`config.mk`:
```
export PLATFORM = sky130hd
export DESIGN_NAME = alu_cmd_seq_flat
export DESIGN_NICKNAME = d
export VERILOG_FILES = /design/src/rtl/alu_cmd_seq_if.sv /design/src/rtl/alu_cmd_seq.sv /design/src/flat_wrapper.sv
export SDC_FILE = /design/constraint.sdc
export NUM_CORES = 1
export LEC_CHECK = 0
export ABC_CLOCK_PERIOD_IN_PS = 2400
export CAP_MARGIN = 5
export CORE_MARGIN = 1
export CORE_UTILIZATION = 29
export DETAILED_ROUTE_END_ITERATION = 8
export PLACE_DENSITY = 0.7
export SLEW_MARGIN = 20
export SYNTH_ARGS = -nofsm -noshare
export SYNTH_HDL_FRONTEND = slang
export SYNTH_SLANG_ARGS = --single-unit
```
`constraint.sdc`:
```
create_clock -name clk -period 2.4 [get_ports clk]
set_input_delay 0.24 -clock clk [delete_from_list [all_inputs] [get_ports clk]]
set_output_delay 0.24 -clock clk [all_outputs]
set_load 0.02 [all_outputs]
```
`src/rtl/alu_cmd_seq_if.sv`:
```
// Command / ALU / response bundle for alu_cmd_seq.
// The slave modport is the sequencer; the master modport is the command
// source that also provides the external combinational ALU and consumes results.
interface alu_cmd_seq_if #(
  parameter int unsigned size = 32
);
  logic            cmd_valid;
  logic            cmd_ready;
  logic [3:0]      cmd_op;
  logic [size-1:0] cmd_a;
  logic [size-1:0] cmd_b;

  logic [size-1:0] alu_a;
  logic [size-1:0] alu_b;
  logic [2:0]      alu_func;
  logic [size-1:0] alu_out;
  logic            alu_zero;

  logic            res_valid;
  logic            res_ready;
  logic [size-1:0] res_data;
  logic            res_zero;
  logic            res_err;
  logic [15:0]     done_count;

  modport slave (
    input  cmd_valid, cmd_op, cmd_a, cmd_b, alu_out, alu_zero, res_ready,
    output cmd_ready, alu_a, alu_b, alu_func, res_valid, res_data, res_zero,
           res_err, done_count
  );

  modport master (
    output cmd_valid, cmd_op, cmd_a, cmd_b, alu_out, alu_zero, res_ready,
    input  cmd_ready, alu_a, alu_b, alu_func, res_valid, res_data, res_zero,
           res_err, done_count
  );
endinterface

```
`src/rtl/alu_cmd_seq.sv`:
```
// ALU command sequencer: accepts one command, drives registered operands and
// function code to an external combinational ALU, captures the result one
// cycle later and holds it until the consumer takes it.
module alu_cmd_seq #(
  parameter int unsigned size = 32
) (
  input logic          clk,
  input logic          rst_n,
  alu_cmd_seq_if.slave bus
);

  typedef enum logic [1:0] {
    IDLE = 2'd0,
    EXEC = 2'd1,
    RESP = 2'd2
  } state_t;

  state_t          state_q;
  logic            cmd_ready_q;
  logic            res_valid_q;
  logic            res_zero_q;
  logic            res_err_q;
  logic [size-1:0] alu_a_q;
  logic [size-1:0] alu_b_q;
  logic [size-1:0] res_data_q;
  logic [2:0]      alu_func_q;
  logic [3:0]      op_q;
  logic [15:0]     done_count_q;

  logic            legal_d;
  logic [2:0]      func_d;
  logic            ovf_d;
  logic [size-1:0] exec_data_d;
  logic [15:0]     done_count_d;

  // Decode the incoming op: legality and the ALU function it maps onto.
  always_comb begin
    legal_d = (bus.cmd_op <= 4'd7);
    func_d  = 3'd1;
    if (bus.cmd_op <= 4'd5) begin
      func_d = bus.cmd_op[2:0];
    end
  end

  // Form the result captured at the end of EXEC from the ALU outputs.
  always_comb begin
    ovf_d = (alu_a_q[size-1] != alu_b_q[size-1]) &&
            (bus.alu_out[size-1] != alu_a_q[size-1]);
    exec_data_d = bus.alu_out;
    if (op_q == 4'd6) begin
      exec_data_d = {{(size-1){1'b0}}, bus.alu_zero};
    end else if (op_q == 4'd7) begin
      exec_data_d = {{(size-1){1'b0}}, bus.alu_out[size-1] ^ ovf_d};
    end
  end

  // Completion counter advances on every response handshake, wrapping freely.
  always_comb begin
    done_count_d = done_count_q;
    if (state_q == RESP && bus.res_ready) begin
      done_count_d = done_count_q + 16'd1;
    end
  end

  // Sequencer FSM with all outputs registered.
  always_ff @(posedge clk) begin
    if (!rst_n) begin
      state_q      <= IDLE;
      cmd_ready_q  <= 1'b1;
      res_valid_q  <= 1'b0;
      alu_a_q      <= '0;
      alu_b_q      <= '0;
      alu_func_q   <= '0;
      op_q         <= '0;
      res_data_q   <= '0;
      res_zero_q   <= 1'b0;
      res_err_q    <= 1'b0;
      done_count_q <= '0;
    end else begin
      done_count_q <= done_count_d;
      case (state_q)
        IDLE: begin
          if (bus.cmd_valid && cmd_ready_q) begin
            cmd_ready_q <= 1'b0;
            if (legal_d) begin
              alu_a_q    <= bus.cmd_a;
              alu_b_q    <= bus.cmd_b;
              alu_func_q <= func_d;
              op_q       <= bus.cmd_op;
              state_q    <= EXEC;
            end else begin
              res_data_q  <= '0;
              res_zero_q  <= 1'b0;
              res_err_q   <= 1'b1;
              res_valid_q <= 1'b1;
              state_q     <= RESP;
            end
          end
        end
        EXEC: begin
          res_data_q  <= exec_data_d;
          res_zero_q  <= bus.alu_zero;
          res_err_q   <= 1'b0;
          res_valid_q <= 1'b1;
          state_q     <= RESP;
        end
        RESP: begin
          if (bus.res_ready) begin
            res_valid_q <= 1'b0;
            cmd_ready_q <= 1'b1;
            state_q     <= IDLE;
          end
        end
        default: begin
          state_q     <= IDLE;
          cmd_ready_q <= 1'b1;
          res_valid_q <= 1'b0;
        end
      endcase
    end
  end

  assign bus.cmd_ready  = cmd_ready_q;
  assign bus.res_valid  = res_valid_q;
  assign bus.alu_a      = alu_a_q;
  assign bus.alu_b      = alu_b_q;
  assign bus.alu_func   = alu_func_q;
  assign bus.res_data   = res_data_q;
  assign bus.res_zero   = res_zero_q;
  assign bus.res_err    = res_err_q;
  assign bus.done_count = done_count_q;

endmodule

```
`src/flat_wrapper.sv`:
```
// flat-port wrapper written by rule: the top's interface ports become plain ports
module alu_cmd_seq_flat 
#(
  parameter int unsigned size = 32
)
  (clk, rst_n, bus_cmd_valid, bus_cmd_op, bus_cmd_a, bus_cmd_b, bus_alu_out, bus_alu_zero, bus_res_ready, bus_cmd_ready, bus_alu_a, bus_alu_b, bus_alu_func, bus_res_valid, bus_res_data, bus_res_zero, bus_res_err, bus_done_count);
  alu_cmd_seq_if #(.size(size)) bus_i ();
  input logic clk;
  input logic rst_n;
  input wire logic [$bits(bus_i.cmd_valid)-1:0] bus_cmd_valid;
  input wire logic [$bits(bus_i.cmd_op)-1:0] bus_cmd_op;
  input wire logic [$bits(bus_i.cmd_a)-1:0] bus_cmd_a;
  input wire logic [$bits(bus_i.cmd_b)-1:0] bus_cmd_b;
  input wire logic [$bits(bus_i.alu_out)-1:0] bus_alu_out;
  input wire logic [$bits(bus_i.alu_zero)-1:0] bus_alu_zero;
  input wire logic [$bits(bus_i.res_ready)-1:0] bus_res_ready;
  output wire logic [$bits(bus_i.cmd_ready)-1:0] bus_cmd_ready;
  output wire logic [$bits(bus_i.alu_a)-1:0] bus_alu_a;
  output wire logic [$bits(bus_i.alu_b)-1:0] bus_alu_b;
  output wire logic [$bits(bus_i.alu_func)-1:0] bus_alu_func;
  output wire logic [$bits(bus_i.res_valid)-1:0] bus_res_valid;
  output wire logic [$bits(bus_i.res_data)-1:0] bus_res_data;
  output wire logic [$bits(bus_i.res_zero)-1:0] bus_res_zero;
  output wire logic [$bits(bus_i.res_err)-1:0] bus_res_err;
  output wire logic [$bits(bus_i.done_count)-1:0] bus_done_count;
  assign bus_i.cmd_valid = bus_cmd_valid;
  assign bus_i.cmd_op = bus_cmd_op;
  assign bus_i.cmd_a = bus_cmd_a;
  assign bus_i.cmd_b = bus_cmd_b;
  assign bus_i.alu_out = bus_alu_out;
  assign bus_i.alu_zero = bus_alu_zero;
  assign bus_i.res_ready = bus_res_ready;
  assign bus_cmd_ready = bus_i.cmd_ready;
  assign bus_alu_a = bus_i.alu_a;
  assign bus_alu_b = bus_i.alu_b;
  assign bus_alu_func = bus_i.alu_func;
  assign bus_res_valid = bus_i.res_valid;
  assign bus_res_data = bus_i.res_data;
  assign bus_res_zero = bus_i.res_zero;
  assign bus_res_err = bus_i.res_err;
  assign bus_done_count = bus_i.done_count;
  alu_cmd_seq #(.size(size)) u_core (.clk(clk), .rst_n(rst_n), .bus(bus_i));
endmodule
```
Figure 1. Wire density map (run 1).
Scale bar: 50 um. The die is cut into 25 by 25 equal tiles; dark blue is low, red is high, scaled to the fullest tile. Values are wire area over tile area, all layers added.
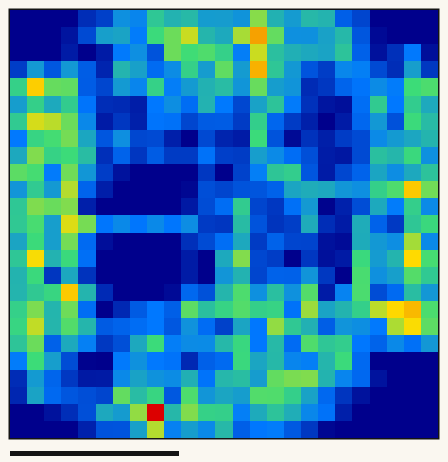
The emptiest ninth of the die: centre. 14% of the tiles are nearly empty. The fullest tile reaches 0.48.
detailed-route via count: 4297
Total GRT Usage: 16.23%
DR WL/cell: 13.64 um
routed wire length: 12890 um

Figure 2. Drive-strength map (run 1).
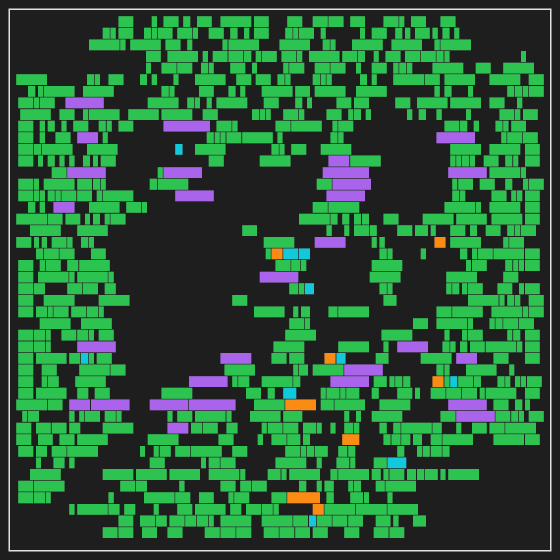
Cyan marks drive 2, cells 10. Purple marks drive 6 and up, cells 29. Orange marks drive 3 to 4, cells 8. Green marks drive 1 or less, cells 710.
synthesis-to-finish area growth: 67.85%
fin area: 0.007543 mm^2
final worst setup slack: 0.6218 ns
non-clock buffer count: 231

==> flow_metrics.env, run 1 <==
# source this file to load flow results
export IMPL_run_status="finished clean"
export IMPL_path_clk_slew_ns=0.05
export IMPL_seq_share_pct=33.17
export IMPL_die_h_um=126.5
export IMPL_largest_class="registers"
export IMPL_hold_buffers=0
export IMPL_netlist_instances=531
export IMPL_met1_length_um=5754
export IMPL_finalMaxSlewViolations=0
export IMPL_comb_area_mm2=0.001828
export IMPL_slowest_delay_ns=0.69
export IMPL_worstPathArrival_ns=1.54
export IMPL_clock_sinks=125
export IMPL_ys_sh_xor_pct=1.949
export IMPL_crit_fanout=6
export IMPL_combPwrFrac_pct=11.9
export IMPL_max_slew_margin_pct=50.58
export IMPL_cpMaxStageDelayCell="clkdlybuf4s50_1"
export IMPL_synthesis_area_mm2=0.004494
export IMPL_lay_top_cells="clkdlybuf4s50_1, nand2_1, dfxtp_1"
export IMPL_antenna_found_initial=0
export IMPL_drtPass1Iterations=4
export IMPL_period_used_pct=74.09
export IMPL_grt_pass1_wl_um=20530
export IMPL_cts_root_buf="clkbuf_16"
export IMPL_common_cells="nand2_1, dfxtp_1, a21oi_1"
export IMPL_synthMuxAreaShare_pct=0.4454
export IMPL_final_setup_tns_ns=0
export IMPL_postCtsSetupBuffers=0
export IMPL_adder_share_pct=0.5011
export IMPL_drc=0
export IMPL_warnings=26
export IMPL_cts_resized=0
export IMPL_finClkSkew_ns=0.006547
export IMPL_end_kind="output port"
export IMPL_gp_congestion=0.7317
export IMPL_min_path_type="in2reg"
export IMPL_final_hold_viol_count=0
export IMPL_path_delay_family="buffers and inverters"
export IMPL_ys_async_sr_fraction_pct=0
export IMPL_rows=45
export IMPL_wl_met3_um=1048
Figure 3. Cell classes on the final placement (run 1).
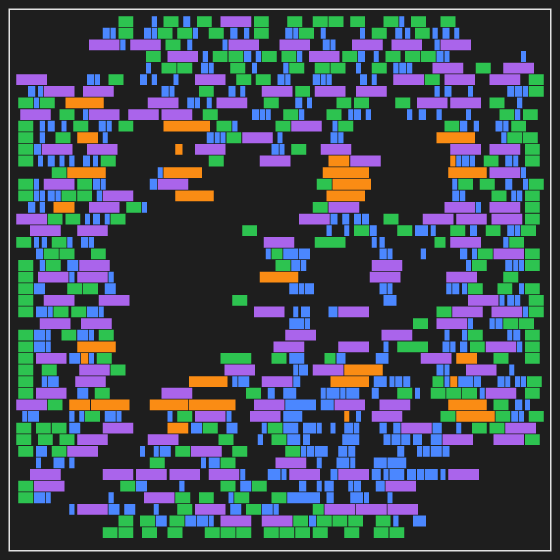
Blue marks all other logic, cells 370, share of their area 25%. Purple marks flip-flops, cells 125, share of their area 34%. Orange marks clock drivers and dummy loads, cells 31, share of their area 8.5%. Green marks other buffers and delay cells, cells 231, share of their area 32%.

Figure 4. Track usage over the die (run 1).
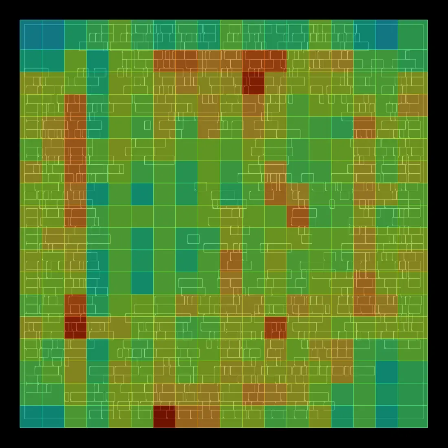
met3 usage: 7.170%
Top Usage Layer GRT: met2
GR Layer Usage met1: 19.49%

-- run 1: power groups by stage --
stage / Clock, W / Combinational, W / Sequential [W]
after CTS: 0.00274 / 0.000668 / 0.00220
final: 0.00267 / 0.000658 / 0.00220
after detailed placement: 0 / 0.000665 / 0.00224
after global placement: 0 / 0.000664 / 0.00224
after global routing: 0.00285 / 0.000714 / 0.00221
after floorplan: 0 / 0.000197 / 0.00233
-- run 1: worst paths after layout --
path | from | end | slack (ns) | cells past startpoint
max | u_core.bus.cmd_ready | bus_cmd_ready | 0.62 | 1
min | bus_cmd_b[16] | u_core.bus.alu_b[16] | 0.38 | 3
max reg2reg | u_core.state_q[1] | u_core.bus.alu_b[24] | 0.69 | 5
min reg2reg | u_core.bus.alu_b[1] | u_core.bus.alu_b[1] | 0.45 | 2
Figure 5. Cell area per tile (run 1).
Scale bar: 50 um. The die is cut into 13 by 13 equal tiles; dark blue is low, red is high, 0 to 100% covered.
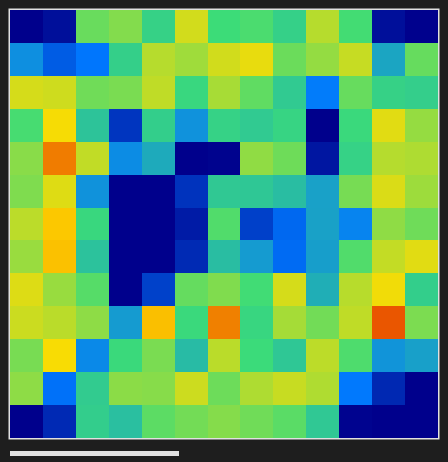

==> run 1 -> run 2 <==
ABC_CLOCK_PERIOD_IN_PS = 1800   (was 2400)
clock period = 1.8 ns   (was 2.4 ns; I/O delays follow)
Figure 6. Cell area per tile (run 2).
Scale bar: 50 um. The die is cut into 13 by 13 equal tiles; dark blue is low, red is high, 0 to 100% covered.
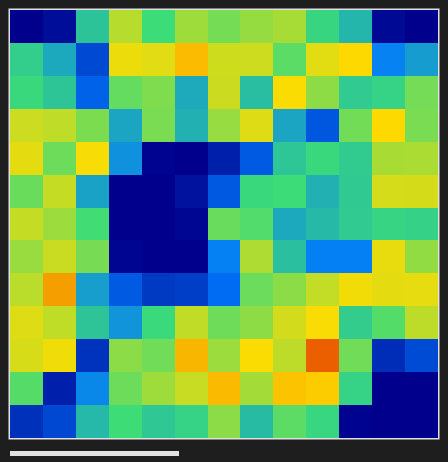
The fullest tile reaches 89%. The mean over all tiles is 46%. The emptiest ninth of the die: centre. 5.3% of the tiles are over 75% full. 11% of the tiles are nearly empty.

Figure 7. Track usage over the die (run 2).
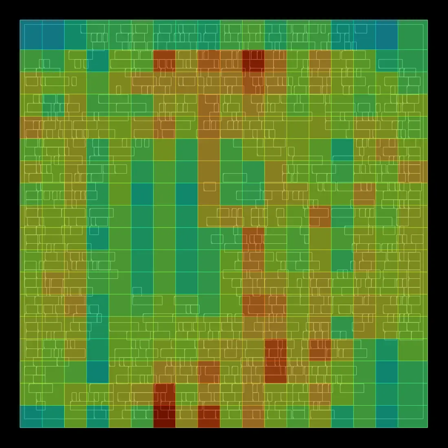
GR Util met2: 25.90%
DR WL/cell: 13.43 um
Total GRT Usage: 16.47%

==> run 2 against run 1 <==
Net effect:
- via count up 2.0%
- synthesized cell count did not move
- final cell count up 1.4%
- first-iteration DRC count down 2.4%
- clock-buffer cell count unchanged
- worst hold slack got worse by 0.064 ns
- highest routed layer unchanged
- largest cell class unchanged
==> flow_metrics.env, run 2 <==
# source this file to load flow results
export IMPL_run_status="finished clean"
export IMPL_period_used_pct=94.75
export IMPL_drc=0
export IMPL_gp_congestion=0.7126
export IMPL_finClkSkew_ns=0.005585
export IMPL_met3_usage_pct=7.465
export IMPL_die_h_um=126.5
export IMPL_cts_root_buf="clkbuf_16"
export IMPL_worstReg2RegStart="u_core.state_q[1]"
export IMPL_wl_met3_um=1061
export IMPL_use_met1_pct=20.04
export IMPL_cts_resized=0
export IMPL_layout_setup_ws_ns=0.09453
export IMPL_crit_path_end="bus_done_count[3]"
export IMPL_finalMaxSlewViolations=0
export IMPL_fin_area_mm2=0.007614
export IMPL_worstPathArrival_ns=1.53
export IMPL_grt_pass1_wl_um=20820
export IMPL_final_hold_viol_count=0
export IMPL_ff2ff_path_depth=4
export IMPL_min_path_cells=3
export IMPL_ys_sh_xor_pct=1.949
export IMPL_adder_share_pct=0.5011
export IMPL_comb_area_mm2=0.001828
export IMPL_worstSetupStartpoint="u_core.bus.done_count[3]"
export IMPL_buffers=244
export IMPL_antenna_found_initial=0
export IMPL_netlist_instances=531
export IMPL_crit_fanout=4
export IMPL_area_growth_syn_to_layout_pct=69.40
export IMPL_lay_top_cells="clkdlybuf4s50_1, nand2_1, dfxtp_1"
export IMPL_synthMuxAreaShare_pct=0.4454
==> run 2: cell families (layout without fill, tap and decap cells) <==
group | after synthesis | after routing
and+or+nand+nor | 229 | 229
buffers and inverters | 43 | 282
xor gates and xnor gates | 10 | 10
adders and majority gates | 2 | 2
muxes | 2 | 2
AOI/OAI and AO/OA | 120 | 120
DFF | 125 | 125
==> run 2: power breakdown <==
part / internal (W) / total [W] / switching [W]
Combinational: 0.000490 / 0.000917 / 0.000427
Sequential: 0.00287 / 0.00293 / 0.0000575
Clock: 0.00203 / 0.00320 / 0.00117
Total: 0.00539 / 0.00705 / 0.00166
==> run 2: critical path: stages (launching register included) <==
cell and delay (ns):
dfxtp_1 0.36, buf_4 0.15, clkdlybuf4s50_1 0.61
==> run 2 -> run 3 <==
CAP_MARGIN = 20   (was 5)
Figure 8. Cell classes on the final placement (run 3).
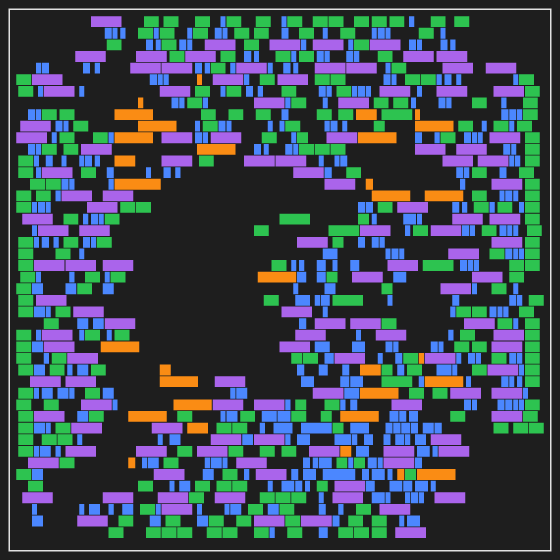
Green marks other buffers and delay cells, cells 244, share of their area 33%. Blue marks all other logic, cells 370, share of their area 25%. Orange marks clock drivers and dummy loads, cells 31, share of their area 7.5%. Purple marks flip-flops, cells 125, share of their area 34%.

Figure 9. Track usage over the die (run 3).
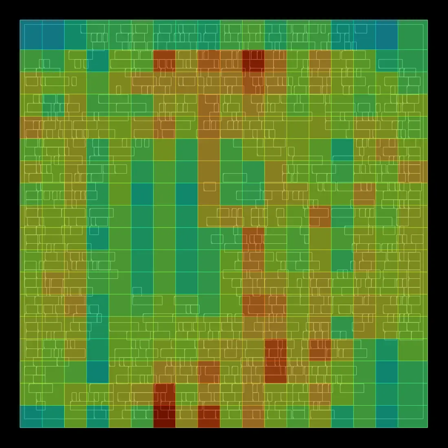
fin util: 50.27%
GR Layer Usage met1: 20.04%
met3 usage: 7.465%

==> run 3 against run 2 <==
Net effect:
- combinational power barely moved
- clock skew did not move
- non-clock buffer count did not move
- sequential share of layout area unchanged
- utilization unchanged
- via count is the same
- flip-flop count stayed put
- final cell count unchanged
- critical path depth stayed put
- clock power is essentially flat
- clock-buffer cell count did not move
- global-route usage did not move
- highest routed layer unchanged
==> flow_metrics.env, run 3 <==
# source this file to load flow results
export IMPL_run_status="finished clean"
export IMPL_period_used_pct=94.75
export IMPL_worst_path_stages=2
export IMPL_min_path_type="in2reg"
export IMPL_p_int_w=0.005393
export IMPL_hp_start="bus_cmd_a[13]"
export IMPL_switching_share_pct=23.52
export IMPL_reg2reg_slack_ns=0.21
export IMPL_path_cells="buf_4 -> clkdlybuf4s50_1"
export IMPL_warnings=26
export IMPL_seqPwrFrac_pct=41.6
export IMPL_buffers=244
export IMPL_rows=45
export IMPL_drtPass1Iterations=4
export IMPL_worstPathArrival_ns=1.53
export IMPL_finClkSkew_ns=0.005585
export IMPL_holdPathEnd="u_core.bus.alu_a[13]"
export IMPL_wl_um=12860
export IMPL_ys_sh_xor_pct=1.949
export IMPL_path_clk_slew_ns=0.06
export IMPL_final_setup_tns_ns=0
export IMPL_fin_area_mm2=0.007614
export IMPL_p_seq_w=0.00293
export IMPL_drc=0
export IMPL_vias=4382
export IMPL_powerComb_w=0.000917
export IMPL_ys_async_sr_fraction_pct=0
export IMPL_wl_per_cell_um=13.43
export IMPL_max_slew_margin_pct=74.84
export IMPL_antenna_found_initial=0
export IMPL_cts_resized=0
export IMPL_seq_share_pct=32.87
export IMPL_area_growth_syn_to_layout_pct=69.40
export IMPL_cts_root_buf="clkbuf_16"
export IMPL_worstSetupStartpoint="u_core.bus.done_count[3]"
export IMPL_crit_path_end="bus_done_count[3]"
export IMPL_die_h_um=126.5
export IMPL_final_hold_viol_count=0
export IMPL_cpMaxStageDelayCell="clkdlybuf4s50_1"
export IMPL_netlist_instances=531
export IMPL_slowest_delay_ns=0.61
export IMPL_powerClk_w=0.00320
export IMPL_worstReg2RegStart="u_core.state_q[1]"
export IMPL_pwr_share_clk_pct=45.4
export IMPL_path_delay_family="buffers and inverters"
export IMPL_top_power_group="clock"
export IMPL_crit_fanout=4
==> run 3: cell counts after synthesis <==
Identical to the previous run, type by type.
==> run 3: per-layer routing <==
layer	global-route usage, %	part of all wire, %	vias up
li1	-	-	2230
met1	20.04	45	1971
met2	25.90	46	166
met3	7.465	8.2	15
met4	5.245	1.3	0
met5	0	0	-
==> run 3: tightest hold or removal path, cell delays in order <==
cell,delay (ns)
clkdlybuf4s50_1,0.39
nand2_1,0.05
a21oi_1,0.05
==> run 3: cell families (layout without fill, tap and decap cells) <==
group           count (synthesis)  in the layout
compound gates                120            120
simple gates                  229            229
mux                             2              2
flops                         125            125
fa+ha+maj                       2              2
buf+inv                        43            282
xor+xnor                       10             10
No activity file was given, so power comes from the tool's default toggle rates.
